--- config.mk ---
export PLATFORM = sky130hd
export DESIGN_NAME = uart_cmd_bridge
export DESIGN_NICKNAME = d
export VERILOG_FILES = /design/src/rtl/uart_cmd_bridge.sv
export SDC_FILE = /design/constraint.sdc
export NUM_CORES = 1
export LEC_CHECK = 0
export CAP_MARGIN = 10
export CELL_PAD_IN_SITES_DETAIL_PLACEMENT = 1
export CELL_PAD_IN_SITES_GLOBAL_PLACEMENT = 1
export CORE_MARGIN = 5
export CORE_UTILIZATION = 35
export CTS_CLUSTER_SIZE = 12
export DETAILED_ROUTE_END_ITERATION = 8
export PLACE_DENSITY_LB_ADDON = 0.1
export REMOVE_ABC_BUFFERS = 1
export SYNTH_ARGS = -nofsm -noshare
export SYNTH_HDL_FRONTEND = slang
export SYNTH_SLANG_ARGS = --single-unit
--- constraint.sdc ---
create_clock -name clk_i -period 5 [get_ports clk_i]
set_input_delay 1 -clock clk_i [delete_from_list [all_inputs] [get_ports clk_i]]
set_output_delay 1 -clock clk_i [all_outputs]
set_load 0.03 [all_outputs]
--- src/rtl/uart_cmd_bridge.sv ---
// Byte-level command responder between uart_rx and uart_tx: parses 'W' addr data / 'R' addr
// commands, drives a register write/read port and returns a single reply byte.
module uart_cmd_bridge #(
    parameter int unsigned ADDR_W  = 4,
    parameter int unsigned TIMEOUT = 16000,
    parameter logic [7:0]  CMD_WR  = 8'h57,
    parameter logic [7:0]  CMD_RD  = 8'h52,
    parameter logic [7:0]  ACK     = 8'h4B,
    parameter logic [7:0]  NAK     = 8'h3F
) (
    input  logic              clk_i,
    input  logic              rst_i,
    input  logic [7:0]        rx_dat_i,
    input  logic              rx_new_data_i,
    output logic [7:0]        tx_dat_o,
    output logic              tx_new_data_o,
    input  logic              tx_rdy_i,
    output logic              wr_en_o,
    output logic [ADDR_W-1:0] wr_addr_o,
    output logic [7:0]        wr_data_o,
    output logic [ADDR_W-1:0] rd_addr_o,
    input  logic [7:0]        rd_data_i,
    output logic              timeout_o,
    output logic [7:0]        drop_cnt_o
);

    typedef enum logic [2:0] {IDLE, GET_ADDR, GET_DATA, DO_RD, RESP, TX_WAIT} state_t;

    localparam int unsigned     CNT_W    = $clog2(TIMEOUT + 1);
    localparam logic [CNT_W-1:0] CNT_LAST = CNT_W'(TIMEOUT - 1);

    state_t           state;
    logic [CNT_W-1:0] cnt;
    logic             is_wr;
    logic [7:0]       reply;

    logic             addr_ok;
    logic             busy;
    logic             reply_go;
    logic [7:0]       reply_val;
    logic             waiting;

    assign addr_ok = (rx_dat_i[7:ADDR_W] == '0);
    assign busy    = (state == DO_RD) || (state == RESP) || (state == TX_WAIT);

    // A reply is sent straight away when tx is ready, otherwise parked in RESP;
    // this gives the write reply at N+1 and the read reply at N+2.
    always_comb begin
        reply_go  = 1'b0;
        reply_val = NAK;
        case (state)
            IDLE:     reply_go = rx_new_data_i && (rx_dat_i != CMD_WR) && (rx_dat_i != CMD_RD);
            GET_ADDR: reply_go = rx_new_data_i && !addr_ok;
            GET_DATA: begin
                reply_go  = rx_new_data_i;
                reply_val = ACK;
            end
            DO_RD: begin
                reply_go  = 1'b1;
                reply_val = rd_data_i;
            end
            default: ;
        endcase
    end

    // Cycles with no byte and no state change advance the idle counter.
    always_comb begin
        waiting = 1'b0;
        if (!rx_new_data_i) begin
            case (state)
                GET_ADDR, GET_DATA: waiting = 1'b1;
                RESP:               waiting = !tx_rdy_i;
                TX_WAIT:            waiting = tx_rdy_i;
                default:            waiting = 1'b0;
            endcase
        end
    end

    always_ff @(posedge clk_i or negedge rst_i) begin
        if (!rst_i) begin
            state         <= IDLE;
            cnt           <= '0;
            is_wr         <= 1'b0;
            reply         <= '0;
            tx_dat_o      <= '0;
            tx_new_data_o <= 1'b0;
            wr_en_o       <= 1'b0;
            wr_addr_o     <= '0;
            wr_data_o     <= '0;
            rd_addr_o     <= '0;
            timeout_o     <= 1'b0;
            drop_cnt_o    <= '0;
        end else begin
            wr_en_o       <= 1'b0;
            tx_new_data_o <= 1'b0;
            timeout_o     <= 1'b0;

            if (rx_new_data_i && busy && (drop_cnt_o != 8'hFF))
                drop_cnt_o <= drop_cnt_o + 8'd1;

            if ((state == GET_DATA) && rx_new_data_i) begin
                wr_en_o   <= 1'b1;
                wr_data_o <= rx_dat_i;
            end

            if (reply_go) begin
                cnt <= '0;
                if (tx_rdy_i) begin
                    tx_dat_o      <= reply_val;
                    tx_new_data_o <= 1'b1;
                    state         <= TX_WAIT;
                end else begin
                    reply <= reply_val;
                    state <= RESP;
                end
            end else if (waiting) begin
                if (cnt == CNT_LAST) begin
                    cnt       <= '0;
                    timeout_o <= 1'b1;
                    state     <= IDLE;
                end else begin
                    cnt <= cnt + CNT_W'(1);
                end
            end else begin
                cnt <= '0;
                case (state)
                    IDLE: begin
                        if (rx_new_data_i) begin
                            is_wr <= (rx_dat_i == CMD_WR);
                            state <= GET_ADDR;
                        end
                    end
                    GET_ADDR: begin
                        wr_addr_o <= rx_dat_i[ADDR_W-1:0];
                        rd_addr_o <= rx_dat_i[ADDR_W-1:0];
                        state     <= is_wr ? GET_DATA : DO_RD;
                    end
                    RESP: begin
                        if (tx_rdy_i) begin
                            tx_dat_o      <= reply;
                            tx_new_data_o <= 1'b1;
                            state         <= TX_WAIT;
                        end
                    end
                    TX_WAIT: begin
                        if (!tx_rdy_i)
                            state <= IDLE;
                    end
                    default: state <= IDLE;
                endcase
            end
        end
    end

endmodule
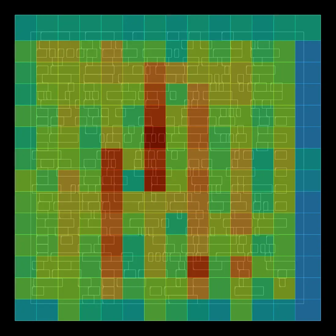
**Above:** run 1 (routing congestion map).
Most Used Layer, Global Route: met2
met2 Resource Use GR: 22.2%
post-layout util: 46.0%
GRT Util Overall: 14.3%

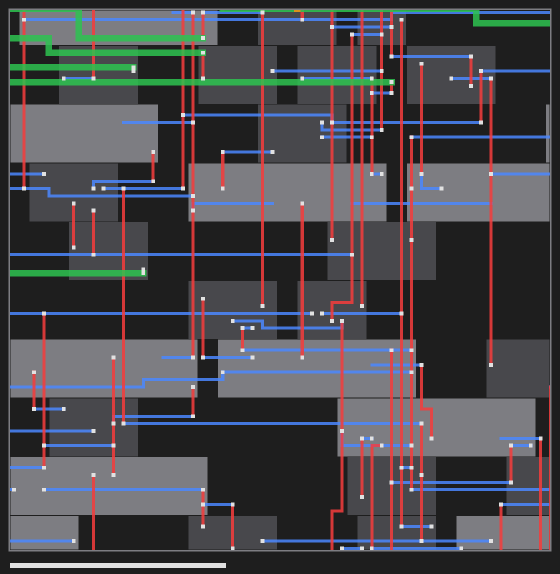
**Above:** run 1 (close-up of the layout).
The bar under the picture is 10 um long. Window x 12 to 37, y 12 to 37 um. Cells in gray, sequential cells in the stronger gray; small squares are vias.
| layer | color |
|---|---|
| M1 | blue |
| M3 | green |
| M4 | orange |
| M2 | red |
cells with their middle in the window: 26
netlist names of flops here include: wr_data_o (7), rd_addr_o (1)
sequential cells in the window: 8
most frequent: clkdlybuf4s50_1 (8), dfrtp_1 (8), mux2_2 (7)

==> run summary, run 1 <==
Flow results.

- The kind of path behind the tightest hold check is reg -> reg.
- Per the placement report, the placed cell count is 389.
- Entering global routing, the biggest net connects 58 pins.
- The slowest library cell on the worst path is sky130_fd_sc_hd__a211oi_2.
- The initial antenna violation count was 0.
- The synthesis report lists the Yosys warning total as 0.
- The cell total in the yosys stat output is 244.
- The last timing report of the flow puts the setup violation total at 0.
- The slew check shows that the tightest pin keeps a relative margin of 34.7%.
- The final max-slew violation count is 0.
- In this run, post-CTS hold repair placed 0 buffers.
- The post-route clock skew is 0.00540 ns.
- For this run, the post-layout net count is 320.
- The antenna diode count is 0.
- STA classifies the critical path startpoint as an input port.
- The count of buffer and inverter cells on the critical path is 1.
- The DRC violation count after routing is 0.
- The timing report lists the critical path depth as 5 cells.
- The tightest hold path in the finished design has a slack of 0.458 ns.
- For reference, the critical path is captured by reply[6].
- The maximum clock insertion buffer count is 2.
- The cell depth of the worst min-delay path is 1.
- The violation tally from detailed-route iteration zero is 54.
- The period utilization is 62.3%.
- The type of element capturing the critical path is a flip-flop.
- The warning total across the stage logs is 25.
- Leaving out fill and tap cells, the most frequent cells in the layout are sky130_fd_sc_hd__dfrtp_1, sky130_fd_sc_hd__clkdlybuf4s50_1, sky130_fd_sc_hd__nor2_1.
- The wire length on met2 is between 2000 and 3000 um.
- The cell accounting for the most synthesized area is sky130_fd_sc_hd__dfrtp_1.
- Per the detail_route log, the uppermost layer with routed signals is met4.
- The arrival time of the worst setup path is between 3 and 4 ns.
- The completed layout was analyzed and its total power is roughly 1900 uW.
- STA shows the worst min-delay path finishing at cnt[0].
- The run finished with clean final reports.
- According to the timing report, the data required time at the worst endpoint equals 5.22 ns.
- The routed design has 6230 um of wire.
- The floorplan step set the die height to 97.9 um.
- The floorplan step set the die width to 97.9 um.
- The later-pin clock latency in the skew report is 0.34 ns.
- On met3, the global router reports a usage of 5.64%.
- TritonCTS built the clock tree.
- The tally of non-filler cells in the final layout is 405.
- The cell at the root of the clock tree is sky130_fd_sc_hd__clkbuf_8.
- Synthesis handed over a netlist of roughly 240 instances.
- Once detail routing completed, the nets flagged for antenna violations numbered 0.
- The number of iterations in the first detailed-routing pass is 4.
- The main area contributors are sky130_fd_sc_hd__dfrtp_1, sky130_fd_sc_hd__mux2_2, sky130_fd_sc_hd__nor2_1, sky130_fd_sc_hd__xor2_1, sky130_fd_sc_hd__a21oi_1.
- Per STA, the worst path accumulates the most delay in the family AND-OR/OR-AND gates.
- Setup repair after global routing left no endpoint under its margin.
- Post-CTS repair ended up resizing 0 cells.
- On met1, the global router reports a usage of 17.3%.
- The top cell type's share of synthesized area is a little over half.
- The number of vias per cell after detailed routing is 5.05.
- The HPWL after detailed placement is 4300 um.
- For this run, the chip area from Yosys synthesis comes to 2700 um^2.
- Among logic cells in the layout, the one with the most instances is sky130_fd_sc_hd__dfrtp_1.
- The routed layout has 2044 vias.
- The floorplan row count is 32.
- The signed area change from the synthesized netlist to the final layout is 29.4%.
- The standby leakage power is 0.00146 uW.
- The number of clock sinks seen by CTS is around 57.
- For this sky-water flow run, the detailed-routed wirelength per cell is reported as ~15 um.
- The mapped cell area is approximately 2700 um^2.
- The first global-routing pass estimated 10900 um of wire.
- The number of buffers inserted during clock tree synthesis is 9.
- Setup slack on the worst reg-to-reg path comes out at ~2.5 ns.
- Logged for this run, the post-placement worst setup slack is 1.51 ns.
- The number of global-route vias before repair is 2283.
- The count of port buffers added during placement is 54.
- The synthesized area per cell is 11.1 um^2.
- The tool flagged a number of max-cap violations equal to 0.
- The timing report gives the clock slew at the launch and capture registers of the worst setup and hold paths as 0.06 ns.
- In this run, distinct cell masters in the synthesized netlist total 47.
- The critical setup path kind is in -> reg.
- The congestion estimate from routability-driven global placement came to roughly 0.73.
- The launch point of the worst register-to-register path is recorded as state[0].
- The worst register-to-register path has a depth of 4.
- The peak ir drop on the vdd network is around 0.3 mV.
- The placeable core area is 7610 um^2.
- After detailed routing, the wire length on met1 is about 2900 um.
- The timing report gives the biggest stage delay along the critical path as 0.85 ns.
- In this run the most critical hold path is launched from cnt[0].
- The maximum clock frequency is approximately 320 MHz.
- The overall die size recorded for this design is 9580 um^2.
- The final timing report derives a shortest allowable period of 3.12 ns.
- The signal on the critical path passes through clkdlybuf4s50_1, nor2b_1, o41ai_2, a211oi_2, mux2_1.
- The endpoint of the most critical register-to-register path is reply[6].
- The proportion of layout cells with a drive suffix above 1 is 13.9%.
- The largest fanout on the critical path is 15.
- The launch point of the critical path was reported as rx_new_data_i.
- The final-report hold violation count is 0.
- The sequential share of the synthesized area is a little over half.
- Looking at the clock tree report, the H-tree level count equals 3.
- The transition time of the tightest slew-check pin is 0.977 ns.
- Summed over all failing endpoints, the final setup total negative slack is 0 ns.
- Across all setup checks in the final design, the least slack found is 1.88 ns.
- The finished cells cover 3500 um^2.
- After global routing the overflow that remains totals 0.
- In this run, synthesis produced a sequential element count of 57.
- The initial core utilization is 35.5%.
- The post-placement cell area is between 3000 and 4000 um^2.
- The power density over the cells is ~540 nW/um^2.
- The wire length on met3 is 390 um.
- In this run the post-CTS setup repair buffer count came out at 0.
- The I/O pin total is 55.
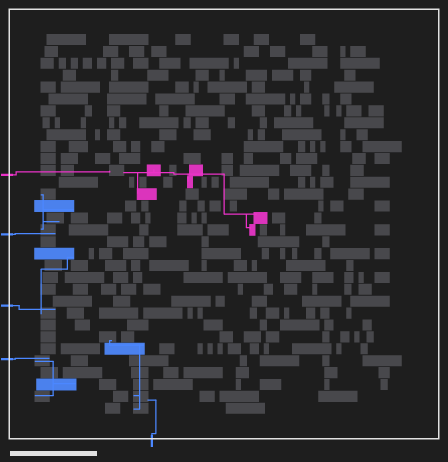
**Above:** run 1 (port wiring).
The bar under the picture is 20 um long.
| port | color | direction | edge | end cells | buffers | wire |
|---|---|---|---|---|---|---|
| tx_rdy_i | magenta | input | left | 6 | 1 | 74.8 um |
| wr_addr_o | blue | output | 3 left, 1 bottom | 4 | 4 | 128 um |

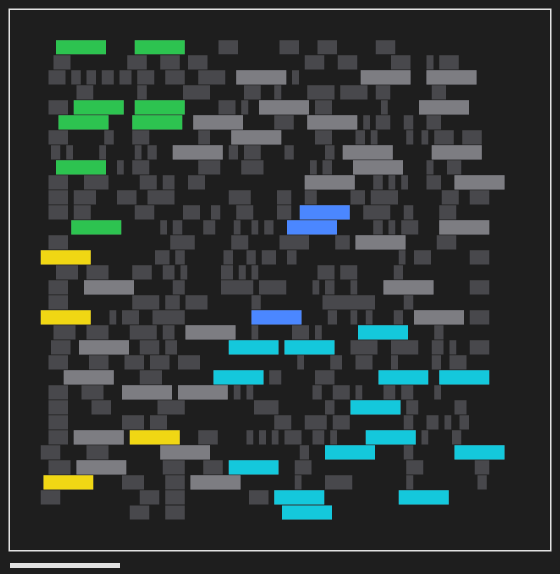
**Above:** run 1 (where the registers sit).
The bar under the picture is 20 um long.
| name in the netlist | color | placed flops |
|---|---|---|
| cnt | cyan | 14 |
| state | blue | 3 |
| rd_addr_o | yellow | 4 |
| drop_cnt_o | green | 8 |
register fraction of the total cell area: 40.8%
area taken by flip-flops and latches: 1430 um^2

==> run 1: kinds of logic (layout without fill, tap and decap cells) <==
kind of cell | count (synthesis) | count (layout) | share of synthesized area (%)
muxes | 18 | 18 | 7.64
buffers and inverters | 19 | 78 | 3.56
adders and majority gates | 2 | 2 | 0.926
xor gates and xnor gates | 19 | 19 | 6.16
DFF | 57 | 57 | 52.8
AOI/OAI and AO/OA | 51 | 51 | 13.6
and+or+nand+nor | 78 | 78 | 15.4
==> run 1: registers in the layout (all words and copies together) (netlist names) <==
signal         count
drop_cnt_o         8
wr_en_o            1
cnt               14
is_wr              1
tx_dat_o           8
state              3
timeout_o          1
reply              8
wr_data_o          8
rd_addr_o          4
tx_new_data_o      1
==> run 1: cells in the mapped netlist, drive strengths merged <==
library cell and instances:
a211oi 4, a21o 6, a21oi 16, a2bb2oi 4
a31oi 1, and2 2, and3 1, and3b 1
and4 1, buf 12, dfrtp 57, ha 2
inv 7, mux2 18, nand2 11, nand2b 2
nand3 9, nand3b 2, nand4 5, nand4b 1
nor2 28, nor2b 2, nor3 3, nor3b 1
nor4 2, o21a 1, o21ai 11, o221ai 2
o22a 2, o2bb2ai 3, o41ai 1, or2 1
or3 4, or3b 1, or4b 1, xnor2 7
xor2 12
==> run 1: power by group <==
| part | leakage [uW] | switching [uW] | internal, uW |
|---|---|---|---|
| clock network | 0.000102 | 183 | 232 |
| registers | 0.000719 | 119 | 568 |
| logic | 0.000636 | 423 | 352 |
==> run 1: final cells by class <==
class / instances / area (um^2)
fillers: 841 / 4110
flip-flops and latches: 57 / 1430
multi-input cells: 168 / 1180
repair buffers: 55 / 543
clock buffers: 14 / 183
well taps: 102 / 128
inverters: 7 / 26.3
clock inverters: 2 / 10.0
**Run 1: logic cells by family**

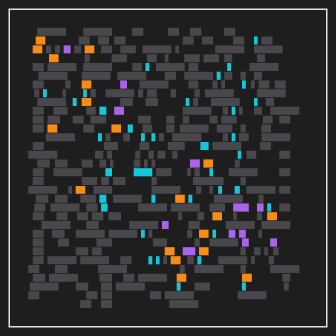

==> run 1 -> run 2 <==
clock period = 2.61 ns   (was 5 ns; I/O delays follow)
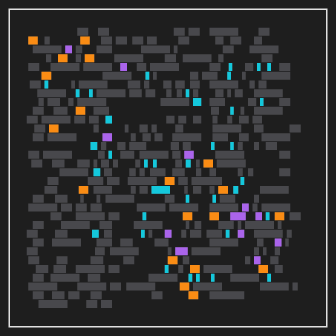
**Above:** run 2 (logic cells by family).
| family | color | cells |
|---|---|---|
| and/or cells | purple | 12 |
| xor and xnor cells | orange | 19 |
| nor cells | cyan | 36 |

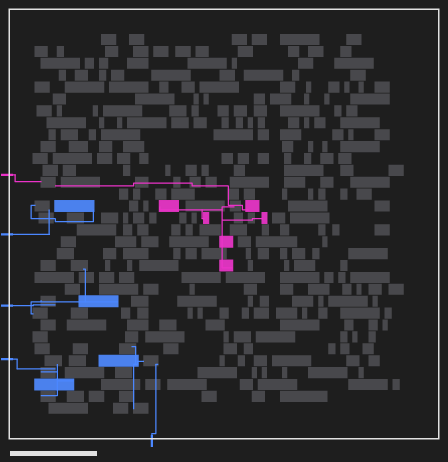
**Above:** run 2 (port wiring).
The bar under the picture is 20 um long.
| port | color | direction | edge | end cells | buffers | wire |
|---|---|---|---|---|---|---|
| wr_addr_o | blue | output | 3 left, 1 bottom | 4 | 4 | 144 um |
| tx_rdy_i | magenta | input | left | 6 | 2 | 105 um |

==> run 2 against run 1 <==
  * Core utilization is 1.5 points higher
  * Sequential power up 84%
  * Cell count is 3.5% higher
  * Flip-flop count is the same
  * Sequential share of layout area shrank 1.3 points
  * Die area is the same
  * Largest cell class unchanged
  * Worst setup slack got worse by 1.4 ns
  * First-iteration DRC count fell by 11%
  * Non-clock buffer count up 15
  * Via count is 0.98% higher
  * Clock power rose by 98%
==> run summary, run 2 <==
Flow results.

- The fill cell instance count of the final layout is 858 (was 841).
- The standby leakage power is 0.00153 uW (was 0.00146 uW).
- The internal power consumption is 2320 uW (was 1150 uW).
- The startpoint type of the worst setup path is an input port (unchanged).
- The final-report hold violation count is 0 (unchanged).
- The number of gates resized after CTS was 0 (unchanged).
- The wire length on met2 is 3030 um (was 2860 um).
- The sequential share of the synthesized area is 52.8% (unchanged).
- The final count of negative-setup-slack endpoints was 0 (unchanged).
- The final hold slack was 0.194 ns (was 0.458 ns).
- The period utilization is between 80% and 90%.
- The routed via count is 2064 (was 2044).
- The share of power burned in combinational logic is 43.9% (was 41.3%).
- The pre-CTS setup slack came to 0.146 ns (was 1.51 ns).
- The register with the highest flop count is cnt (unchanged).
- The cell at the root of the clock tree is sky130_fd_sc_hd__clkbuf_8 (unchanged).
- The later-pin clock latency in the skew report is 0.33 ns (was 0.34 ns).
- The most numerous logic cell after layout is sky130_fd_sc_hd__dfrtp_1 (unchanged).
- The post-route clock skew is 0.00788 ns (was 0.00540 ns).
- The slowest library cell on the worst path is sky130_fd_sc_hd__clkdlybuf4s50_1 (was sky130_fd_sc_hd__a211oi_2).
- The fraction of power spent switching nets is 37.5% (was 38.6%).
- The final estimated routing congestion in global placement came to 0.781 (was 0.730).
- Leading cell types by count after synthesis: sky130_fd_sc_hd__dfrtp_1, sky130_fd_sc_hd__nor2_1, sky130_fd_sc_hd__a21oi_1, sky130_fd_sc_hd__mux2_2, sky130_fd_sc_hd__xor2_1 (unchanged).
- The number of vias per cell after detailed routing is 4.93 (was 5.05).
- The cell total in the yosys stat output is 244 (unchanged).
- The count of buffer and inverter cells on the critical path is 2 (was 1).
- The relative slew slack is 66.2% (was 34.7%).
- The area reported by Yosys stat is 2700 um^2 (unchanged).
- The number of warnings printed during yosys synthesis is 0 (unchanged).
- The number of distinct library cells after synthesis is 47 (unchanged).
- The type of element capturing the critical path was a flip-flop (unchanged).
- The final worst slack was 0.472 ns (was 1.88 ns).
- The DRC violation count after routing is 0 (unchanged).
- The top cell type's share of synthesized area is 52.8% (unchanged).
- The maximum clock frequency is 468 MHz.
- The worst path required time is 2.82 ns (was 5.22 ns).
- The proportion of layout cells with a drive suffix above 1 is 17.7% (was 13.9%).
- The top layer reached by signal wires is met4 (unchanged).
- The routed wire length per instance is 15.2 um (was 15.4 um).
- The mapped cell area came to 2700 um^2 (unchanged).
- The area taken by flip-flops and latches is 1430 um^2 (unchanged).
- The antenna diode count is 0 (unchanged).
- The power share of the sequential group is 33.9% (was 36.5%).
- The met1 routing resource usage after global routing is 18.2% (was 17.3%).
- The layer with the highest usage after global routing is met2 (unchanged).
- The cell family contributing the most delay on the critical path is AND-OR/OR-AND gates (unchanged).
- The worst setup slack for register-to-register paths is 0.68 ns (was 2.48 ns).
- The startpoint of the lowest-slack register-to-register path is state[1] (was state[0]).
- The remaining global-route overflow is 0 (unchanged).
- Run status: finished clean (unchanged).
- The transition time of the tightest slew-check pin is 0.507 ns (was 0.977 ns).
- The number of buffers inserted during clock tree synthesis is 9 (unchanged).
- The final core area utilization is 47.5% (was 46.0%).
- The placeable core area is 7610 um^2 (unchanged).
- The number of nets with antenna violations after detailed routing is 0 (unchanged).
- The number of clock sinks seen by CTS was 57 (unchanged).
- The fraction of power consumed by the clock network came to 22.2% (was 22.1%).
- The signed area change from the synthesized netlist to the final layout is 33.6% (was 29.4%).
- The power density over the cells was 1030 nW/um^2 (was 537 nW/um^2).
- The flip-flop and latch count after synthesis came to 57 (unchanged).
- The most common flop cell mapped by yosys is sky130_fd_sc_hd__dfrtp_1 (unchanged).
- The hold-fix buffer count after cts is 0 (unchanged).
- The I/O pin total came to 55 (unchanged).
- The initial antenna violation count was 0 (unchanged).
- The HPWL after detailed placement is 4680 um (was 4300 um).
- The met3 capacity usage during global routing is 4.71% (was 5.64%).
- The proportion of synthesized flip-flops having asynchronous set or reset is 100% (unchanged).
- The met2 usage is 23.4% (was 22.2%).
- The longest individual stage delay on the worst path is 0.52 ns (was 0.85 ns).
- The cell accounting for the most synthesized area is sky130_fd_sc_hd__dfrtp_1 (unchanged).
- The count of port buffers added during placement is 54 (unchanged).
- The post-synth tally of flip-flops with integrated enable is 0 (unchanged).
- The final period demand of the worst path is about 2.1 ns.
- The synthesized area per cell is 11.1 um^2 (unchanged).
- The vertical die size came to 97.9 um (unchanged).
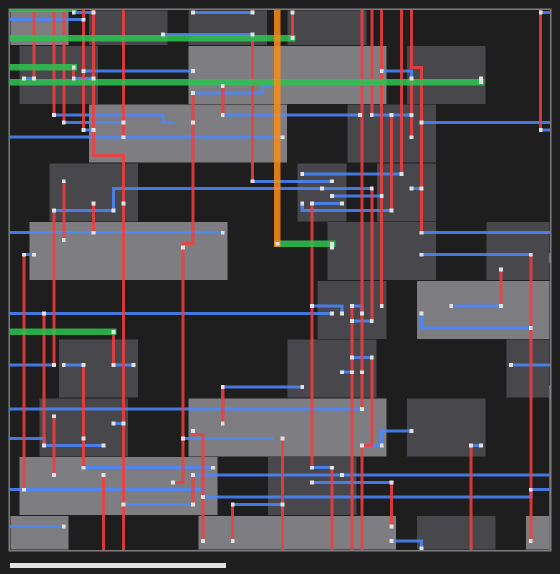
**Above:** run 2 (close-up of the layout).
The bar under the picture is 10 um long. Window x 12 to 37, y 12 to 37 um. Cells in gray, sequential cells in the stronger gray; small squares are vias.
| layer | color |
|---|---|
| M4 | orange |
| M1 | blue |
| M2 | red |
| M3 | green |
netlist names of flops here include: wr_data_o (5), rd_addr_o (2)
sequential cells in the window: 7
most frequent: clkdlybuf4s50_1 (9), dfrtp_1 (7), mux2_2 (6)
cells with their middle in the window: 26

## run 2: worst max path at each step
stage                      startpoint          end  slack [ns]  cells past startpoint
after CTS                 rx_dat_i[3]  tx_dat_o[4]        0.46                      7
after detailed placement  rx_dat_i[3]  tx_dat_o[6]        0.15                      7
final                     rx_dat_i[6]  tx_dat_o[4]        0.47                      7
after floorplan              state[0]     reply[6]        0.55                      4
after global placement    rx_dat_i[3]  tx_dat_o[2]        0.20                      7
after global routing      rx_dat_i[6]  tx_dat_o[5]        0.31                      7
## run 2: cell type report
class	instances	share of cell area (%)
well taps	102	3.53
inverters	7	0.728
flip-flops and latches	57	39.5
repair buffers	70	18.2
clock inverters	3	1.11
clock buffers	12	4.30
multi-input cells	168	32.7
## run 2: power groups by stage
stage               registers [uW]  clock network [uW]  logic [uW]
global route                  1300                 898        1760
detailed placement            1270                   0        1650
finish                        1260                 823        1630
global placement              1270                   0        1630
floorplan                     1680                   0         543
CTS                           1260                 857        1660
## run 2: worst register-to-register path, cell delays in order (launching register included)
cell	delay, ns
sky130_fd_sc_hd__dfrtp_1	0.59
sky130_fd_sc_hd__nand2b_1	0.29
sky130_fd_sc_hd__mux2_2	0.35
sky130_fd_sc_hd__o21ai_2	0.16
sky130_fd_sc_hd__a21o_1	0.18
sky130_fd_sc_hd__inv_2	0.06
sky130_fd_sc_hd__o22a_1	0.19
## run 2: logic make-up after synthesis
kind of cell,after synthesis,share of synthesized area (%)
and+or+nand+nor,78,15.4
DFF,57,52.8
AOI/OAI and AO/OA,51,13.6
xor gates and xnor gates,19,6.16
buffers and inverters,19,3.56
muxes,18,7.64
adders and majority gates,2,0.926
## run 2: stage by stage
step,std cells,area (um^2)
after floorplan,232,2630
after global placement,404,3420
after detailed placement,404,3420
after CTS,419,3610
after global routing,419,3610
final,419,3610
No activity file was given, so power comes from the tool's default toggle rates.
